--- src/rtl/cpu_pkg.sv ---
// Shared constants and types for the sequential Booth multiplier.
package cpu_pkg;

   localparam int WIDTH_DEF = 16;

   typedef enum logic [1:0] {
      IDLE   = 2'd0,
      RUN    = 2'd1,
      FINISH = 2'd2
   } mul_state_t;

   // Booth pair {Qreg[0], q_1}; 00 and 11 leave A untouched.
   localparam logic [1:0] BOOTH_SUB = 2'b10;
   localparam logic [1:0] BOOTH_ADD = 2'b01;

endpackage

--- src/rtl/booth_mul_seq_if.sv ---
// Operand/result bundle for booth_mul_seq. MUL_OVF_EN adds the ovf result bit.
interface booth_mul_seq_if #(
   parameter int WIDTH = cpu_pkg::WIDTH_DEF
);
   // start is sampled on each rising edge; it is accepted only while busy is low
   // (IDLE or FINISH) and is dropped, not queued, while busy is high. done pulses
   // for one cycle when MR/ACC_NUM carry a new product; busy and done never overlap.
   logic             start;
   logic [WIDTH-1:0] multiplicand;
   logic [WIDTH-1:0] multiplier;
   logic             busy;
   logic             done;
   logic [WIDTH-1:0] MR;
   logic [WIDTH-1:0] ACC_NUM;
`ifdef MUL_OVF_EN
   logic             ovf;

   modport master (output start, multiplicand, multiplier,
                   input  busy, done, MR, ACC_NUM, ovf);
   modport slave  (input  start, multiplicand, multiplier,
                   output busy, done, MR, ACC_NUM, ovf);
`else
   modport master (output start, multiplicand, multiplier,
                   input  busy, done, MR, ACC_NUM);
   modport slave  (input  start, multiplicand, multiplier,
                   output busy, done, MR, ACC_NUM);
`endif

endinterface

--- src/rtl/booth_mul_seq_step.sv ---
// One radix-2 Booth iteration: conditional add/sub of M into A, then an
// arithmetic right shift of {A, Qreg, q_1}.
module booth_step
   import cpu_pkg::*;
#(
   parameter int WIDTH = WIDTH_DEF
) (
   input  logic [WIDTH:0]   a_i,
   input  logic [WIDTH-1:0] q_i,
   input  logic             q1_i,
   input  logic [WIDTH:0]   m_i,
   output logic [WIDTH:0]   a_o,
   output logic [WIDTH-1:0] q_o,
   output logic             q1_o
);

   logic [WIDTH:0] sum;

   always_comb begin
      sum = a_i;
      case ({q_i[0], q1_i})
         BOOTH_SUB: sum = a_i - m_i;
         BOOTH_ADD: sum = a_i + m_i;
         default:   sum = a_i;
      endcase
      // The old q_1 falls off the bottom; A's sign bit is replicated at the top.
      {a_o, q_o, q1_o} = {sum[WIDTH], sum, q_i};
   end

endmodule

--- src/rtl/booth_mul_seq.sv ---
// Sequential radix-2 Booth multiplier: WIDTH steps per product, result split
// into MR (high half) and ACC_NUM (low half). MUL_OVF_EN adds a registered ovf flag.
module booth_mul_seq
   import cpu_pkg::*;
#(
   parameter int WIDTH = WIDTH_DEF
) (
   input  logic       clk,
   input  logic       rst_n,
   booth_mul_seq_if.slave bus,
   output mul_state_t state_dbg_o
);

   localparam int CW = $clog2(WIDTH);

   mul_state_t       state_q, state_d;
   logic [WIDTH:0]   a_q, m_q;
   logic [WIDTH-1:0] q_q;
   logic             q1_q;
   logic [CW-1:0]    cnt_q;
   logic [WIDTH-1:0] mr_q, acc_q;

   logic [WIDTH:0]   step_a;
   logic [WIDTH-1:0] step_q;
   logic             step_q1;
   logic             start_acc;
   logic             last_step;

   assign start_acc = bus.start && (state_q != RUN);
   assign last_step = (state_q == RUN) && (cnt_q == CW'(WIDTH - 1));

   booth_step #(.WIDTH(WIDTH)) u_step (
      .a_i  (a_q),
      .q_i  (q_q),
      .q1_i (q1_q),
      .m_i  (m_q),
      .a_o  (step_a),
      .q_o  (step_q),
      .q1_o (step_q1)
   );

   always_ff @(posedge clk or negedge rst_n) begin
      if (!rst_n) state_q <= IDLE;
      else        state_q <= state_d;
   end

   always_comb begin
      state_d = state_q;
      case (state_q)
         IDLE:    if (start_acc) state_d = RUN;
         RUN:     if (last_step) state_d = FINISH;
         FINISH:  state_d = start_acc ? RUN : IDLE;
         default: state_d = IDLE;
      endcase
   end

   always_comb begin
      bus.busy = (state_q == RUN);
      bus.done = (state_q == FINISH);
   end

   always_ff @(posedge clk or negedge rst_n) begin
      if (!rst_n) begin
         a_q   <= '0;
         m_q   <= '0;
         q_q   <= '0;
         q1_q  <= 1'b0;
         cnt_q <= '0;
         mr_q  <= '0;
         acc_q <= '0;
      end else if (start_acc) begin
         a_q   <= '0;
         m_q   <= {bus.multiplicand[WIDTH-1], bus.multiplicand};
         q_q   <= bus.multiplier;
         q1_q  <= 1'b0;
         cnt_q <= '0;
      end else if (state_q == RUN) begin
         a_q   <= step_a;
         q_q   <= step_q;
         q1_q  <= step_q1;
         cnt_q <= cnt_q + 1'b1;
         // Outputs move only here, so partial products never reach the display.
         if (last_step) begin
            mr_q  <= step_a[WIDTH-1:0];
            acc_q <= step_q;
         end
      end
   end

`ifdef MUL_OVF_EN
   logic ovf_q;

   always_ff @(posedge clk or negedge rst_n) begin
      if (!rst_n)         ovf_q <= 1'b0;
      else if (last_step) ovf_q <= (step_a[WIDTH-1:0] != {WIDTH{step_q[WIDTH-1]}});
   end

   assign bus.ovf = ovf_q;
`endif

   assign bus.MR      = mr_q;
   assign bus.ACC_NUM = acc_q;
   assign state_dbg_o = state_q;

endmodule

--- src/flat_wrapper.sv ---
// flat-port wrapper written by rule: the top's interface ports become plain ports
module booth_mul_seq_flat import cpu_pkg::*;
#(
   parameter int WIDTH = WIDTH_DEF
)
  (clk, rst_n, state_dbg_o, bus_start, bus_multiplicand, bus_multiplier, bus_busy, bus_done, bus_MR, bus_ACC_NUM);
  booth_mul_seq_if #(.WIDTH(WIDTH)) bus_i ();
  input  logic clk;
  input  logic rst_n;
  output mul_state_t state_dbg_o;
  input wire logic [$bits(bus_i.start)-1:0] bus_start;
  input wire logic [$bits(bus_i.multiplicand)-1:0] bus_multiplicand;
  input wire logic [$bits(bus_i.multiplier)-1:0] bus_multiplier;
  output wire logic [$bits(bus_i.busy)-1:0] bus_busy;
  output wire logic [$bits(bus_i.done)-1:0] bus_done;
  output wire logic [$bits(bus_i.MR)-1:0] bus_MR;
  output wire logic [$bits(bus_i.ACC_NUM)-1:0] bus_ACC_NUM;
  assign bus_i.start = bus_start;
  assign bus_i.multiplicand = bus_multiplicand;
  assign bus_i.multiplier = bus_multiplier;
  assign bus_busy = bus_i.busy;
  assign bus_done = bus_i.done;
  assign bus_MR = bus_i.MR;
  assign bus_ACC_NUM = bus_i.ACC_NUM;
  booth_mul_seq #(.WIDTH(WIDTH)) u_core (.clk(clk), .rst_n(rst_n), .bus(bus_i), .state_dbg_o(state_dbg_o));
endmodule
--- config.mk ---
export PLATFORM = sky130hd
export DESIGN_NAME = booth_mul_seq_flat
export DESIGN_NICKNAME = d
export VERILOG_FILES = /design/src/rtl/cpu_pkg.sv /design/src/rtl/booth_mul_seq_if.sv /design/src/rtl/booth_mul_seq_step.sv /design/src/rtl/booth_mul_seq.sv /design/src/flat_wrapper.sv
export SDC_FILE = /design/constraint.sdc
export NUM_CORES = 1
export LEC_CHECK = 0
export CORE_UTILIZATION = 65
export DETAILED_ROUTE_END_ITERATION = 8
export DONT_BUFFER_PORTS = 1
export PLACE_DENSITY = 0.89
export SYNTH_ARGS = -nofsm -noshare
export SYNTH_HDL_FRONTEND = slang
export SYNTH_SLANG_ARGS = --single-unit
export TNS_END_PERCENT = 20
--- constraint.sdc ---
create_clock -name clk -period 9.45 [get_ports clk]
set_clock_uncertainty 0.2 [all_clocks]
set_input_delay 2.835 -clock clk [delete_from_list [all_inputs] [get_ports clk]]
set_output_delay 2.835 -clock clk [all_outputs]
set_load 0.005 [all_outputs]
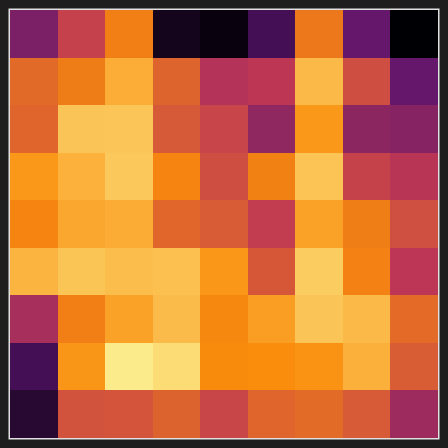
*Placement density heat map*
The die is cut into 9 by 9 equal tiles; black is low, pale yellow is high, 0 to 100% covered.
The mean over all tiles is 63%. The fullest tile reaches 96%. The densest ninth of the die: left middle. 36% of the tiles are over 75% full.

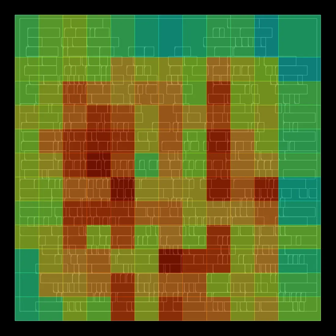
*Routing congestion map*
Global Route Usage Sum: 0.290
met3 Use GR: 0.0631
met1 GRT Util: 0.385

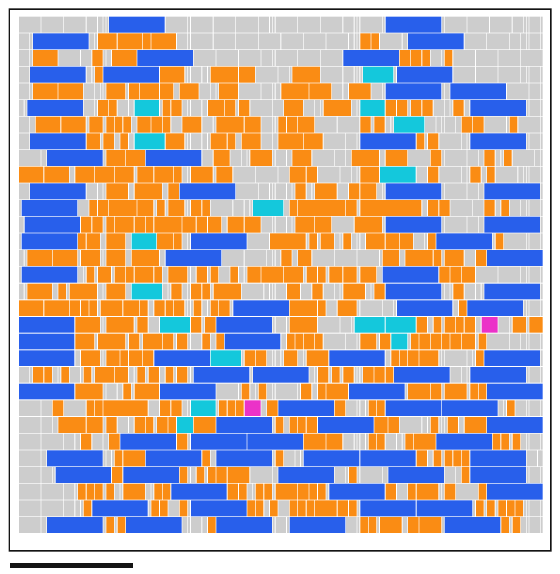
*Cells coloured by class*
The bar under the picture is 20 um long. Fill, decap, tap and diode cells in grey.
remaining buffers and delay cells: shown in magenta, cells 2. registers: shown in blue, cells 87. remaining logic cells: shown in orange, cells 401. clock drivers and dummy loads: shown in cyan, cells 16.

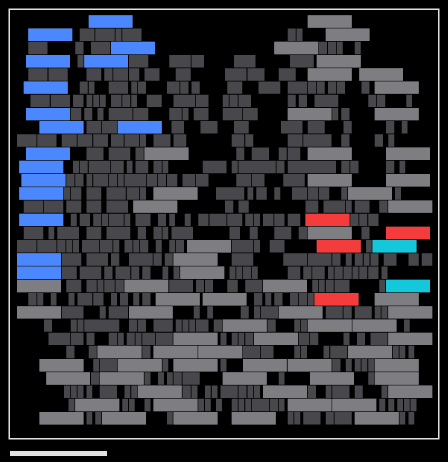
*Register map, names as in the netlist*
The bar under the picture is 20 um long. Other sequential cells in the stronger grey, the rest of the logic in the fainter grey.
u_core.state_dbg_o: shown in cyan, sequential cells 2. u_core.cnt_q: shown in red, sequential cells 4, where right middle. u_core.m_q: shown in blue, sequential cells 16.

==> results_dict.tcl <==
# yosys + openroad results
set metrics [dict create \
    post_cts_resized 0 \
    die_x_um 88.1 \
    clk_pin_slew_ps 100 \
    worstMarginPinSlew_ps 1060 \
    wl_met3_um 454 \
    status "completed" \
    combGateArea_um2 2460 \
    rows 31 \
    cts-buffers-inserted 9 \
    area_growth_pct 4.39 \
    cp_num_buf_inv 2 \
    place.gp.congestion 0.908 \
    mostFrequentLayoutCells "100 x nand2_1, 87 x dfrtp_1, 55 x o21ai_0" \
    dp.cells 589 \
    warnings 27 \
    synth_warnings 0 \
    cts-root-buf "clkbuf_8" \
    finish.utilization 0.696 \
    remaining_drc_errors 0 \
    cp_slowest_cell "dfrtp_1" \
    clock.fmax_mhz 225 \
    nets 557 \
    htreeDepth 3 \
    n_fill_cell 556 \
    postCtsHoldBufs 0 \
    pre_cts_ws_ps 5380 \
    setup_ws_ps 5010 \
    ys_types 51 \
    final_common_cell "nand2_1" \
    syn_nets 569 \
    cp.arrival_ps 1400 \
    maxSlewViolCount 0 \
    endpoint_kind "primary output" \
    synth_flops 87 \
    seq_area_um2 2180 \
    wl_per_cell_um 17.1 \
    die_area_um2 7750 \
    core_um2 7210 \
    firstDrtPassIters 5 \
    ys.flop_type "dfrtp_1" \
    first_iter_violations 209 \
    grt_setup_unrepaired "no" \
    synth.avg_cell_area_um2 9.38 \
    synth.cell_area_um2 4810 \
    min_path_type "reg2reg" \
    yosys_cells 513 \
    path_max_fanout 35 \
    path_class "reg2out" \
    fin_area_um2 5020 \
    edf_count 0 \
    min_period_ps 4440 \
    postSynthSeqShare 0.452 \
    top_layer "met4" \
    slew_headroom 0.292 \
    drt_wl_total_mm 10.4 \
    ys_chip_area_um2 4810 \
    die_y_um 88.1 \
    max_stage_delay_ps 430 \
    clk_path_buf_depth 2 \
    portBuffers 0 \
    crit_family "buffers and inverters" \
    fp_util 0.667 \
    synthArstFlopShare 1.00 \
    antenna_cells 0 \
    period_used_share 0.469 \
    drv_cap 0 \
    worstPathCellList "nand2b_1 > buf_4 > clkinv_1" \
    grt_max_degree 88 \
    placed_area_um2 4820 \
    overflow 0 \
    antenna_found_initial 0 \
    vias 3687 \
    post-cts-setup-buffer-count 0 \
    vias_per_cell 6.09 \
    cts_tree "done" \
    drt-met1-wl_mm 4.63 \
    grt_pass1_vias 3542 \
    clkSinkCount 87 \
    drive_gt1_frac 0.0909 \
    clk_latency_ps 370 \
    final-setup-viol-count 0 \
    io_pins 71 \
    grt_pass1_wl_mm 17.2 \
    netlist_instances 513 \
    dp_hpwl_mm 7.33 \
    wl_met2_mm 5.03 \
    ant_nets 0 \
    cp.required_ps 6420 \
    final_cells 605 \
    cp-start-kind "flip-flop" \
    tns_ps 0 \
    hold_violations 0 \
]
[flip-flops by register name, indices dropped and copies added, names as in the netlist]
register / count
u_core.bus.MR: 16
u_core.q1_q: 1
u_core.state_dbg_o: 2
u_core.m_q: 16
u_core.bus.ACC_NUM: 16
u_core.q_q: 16
u_core.a_q: 16
u_core.cnt_q: 4
[layout make-up]
class                   instances  share of cell area
clock buffers                   9              0.0247
repair buffers                  2             0.00299
well taps                      99              0.0247
flip-flops and latches         87               0.433
multi-input cells             387               0.489
clock inverters                 7              0.0152
inverters                      14              0.0105
[synthesized netlist by cell type (all sizes together) (4+ instances only)]
cell type / instances / area share
a21o: 8 / 0.012
a21oi: 28 / 0.029
and2: 4 / 0.0055
and3: 5 / 0.0078
clkbuf: 22 / 0.023
dfrtp: 87 / 0.45
ha: 20 / 0.052
inv: 12 / 0.0094
mux2: 18 / 0.042
mux2i: 23 / 0.048
nand2: 100 / 0.078
nand2b: 5 / 0.0065
nand3: 15 / 0.016
nor2: 30 / 0.023
nor2b: 4 / 0.0052
nor3: 6 / 0.0062
o21ai: 57 / 0.059
or3: 4 / 0.0052
xnor2: 8 / 0.015
xor2: 19 / 0.035
[logic make-up (layout without fill, tap and decap cells)]
| family | count (synthesis) | count (layout) | share of synthesized area |
|---|---|---|---|
| muxes | 41 | 41 | 0.0899 |
| buffers and inverters | 39 | 32 | 0.0374 |
| and+or+nand+nor | 181 | 181 | 0.166 |
| DFF | 87 | 87 | 0.452 |
| xor gates and xnor gates | 27 | 27 | 0.0491 |
| AOI/OAI and AO/OA | 117 | 117 | 0.149 |
| adders and majority gates | 21 | 21 | 0.0561 |
[per-layer routing]
layer	vias up	global-route usage
li1	1752	-
met1	1807	0.385
met2	101	0.469
met3	27	0.0631
met4	0	0.110
met5	-	0
[stage by stage]
step	hold slack, ps
2_1_floorplan	253
3_3_place_gp	268
3_5_place_dp	282
4_1_cts	303
5_1_grt	324
6_report	305
[final timing paths]
kind                                        from                     end  slack [ps]  depth (start not counted)
max in group asynchronous                  rst_n          u_core.m_q[11]        6940                          0
min in group asynchronous                  rst_n  u_core.bus.ACC_NUM[11]        1950                          0
setup / recovery           u_core.state_dbg_o[0]                bus_busy        5010                          3
hold reg to reg                    u_core.q_q[3]   u_core.bus.ACC_NUM[2]         310                          2
hold / removal                     u_core.q_q[3]   u_core.bus.ACC_NUM[2]         310                          2
setup reg to reg                   u_core.q_q[0]          u_core.a_q[12]        5530                         13
[worst min-delay path, delay by kind of cell, from the launching register on]
kind	cells	cell delay (ps)
AND/OR/NAND/NOR	2	100
flip-flops	1	380
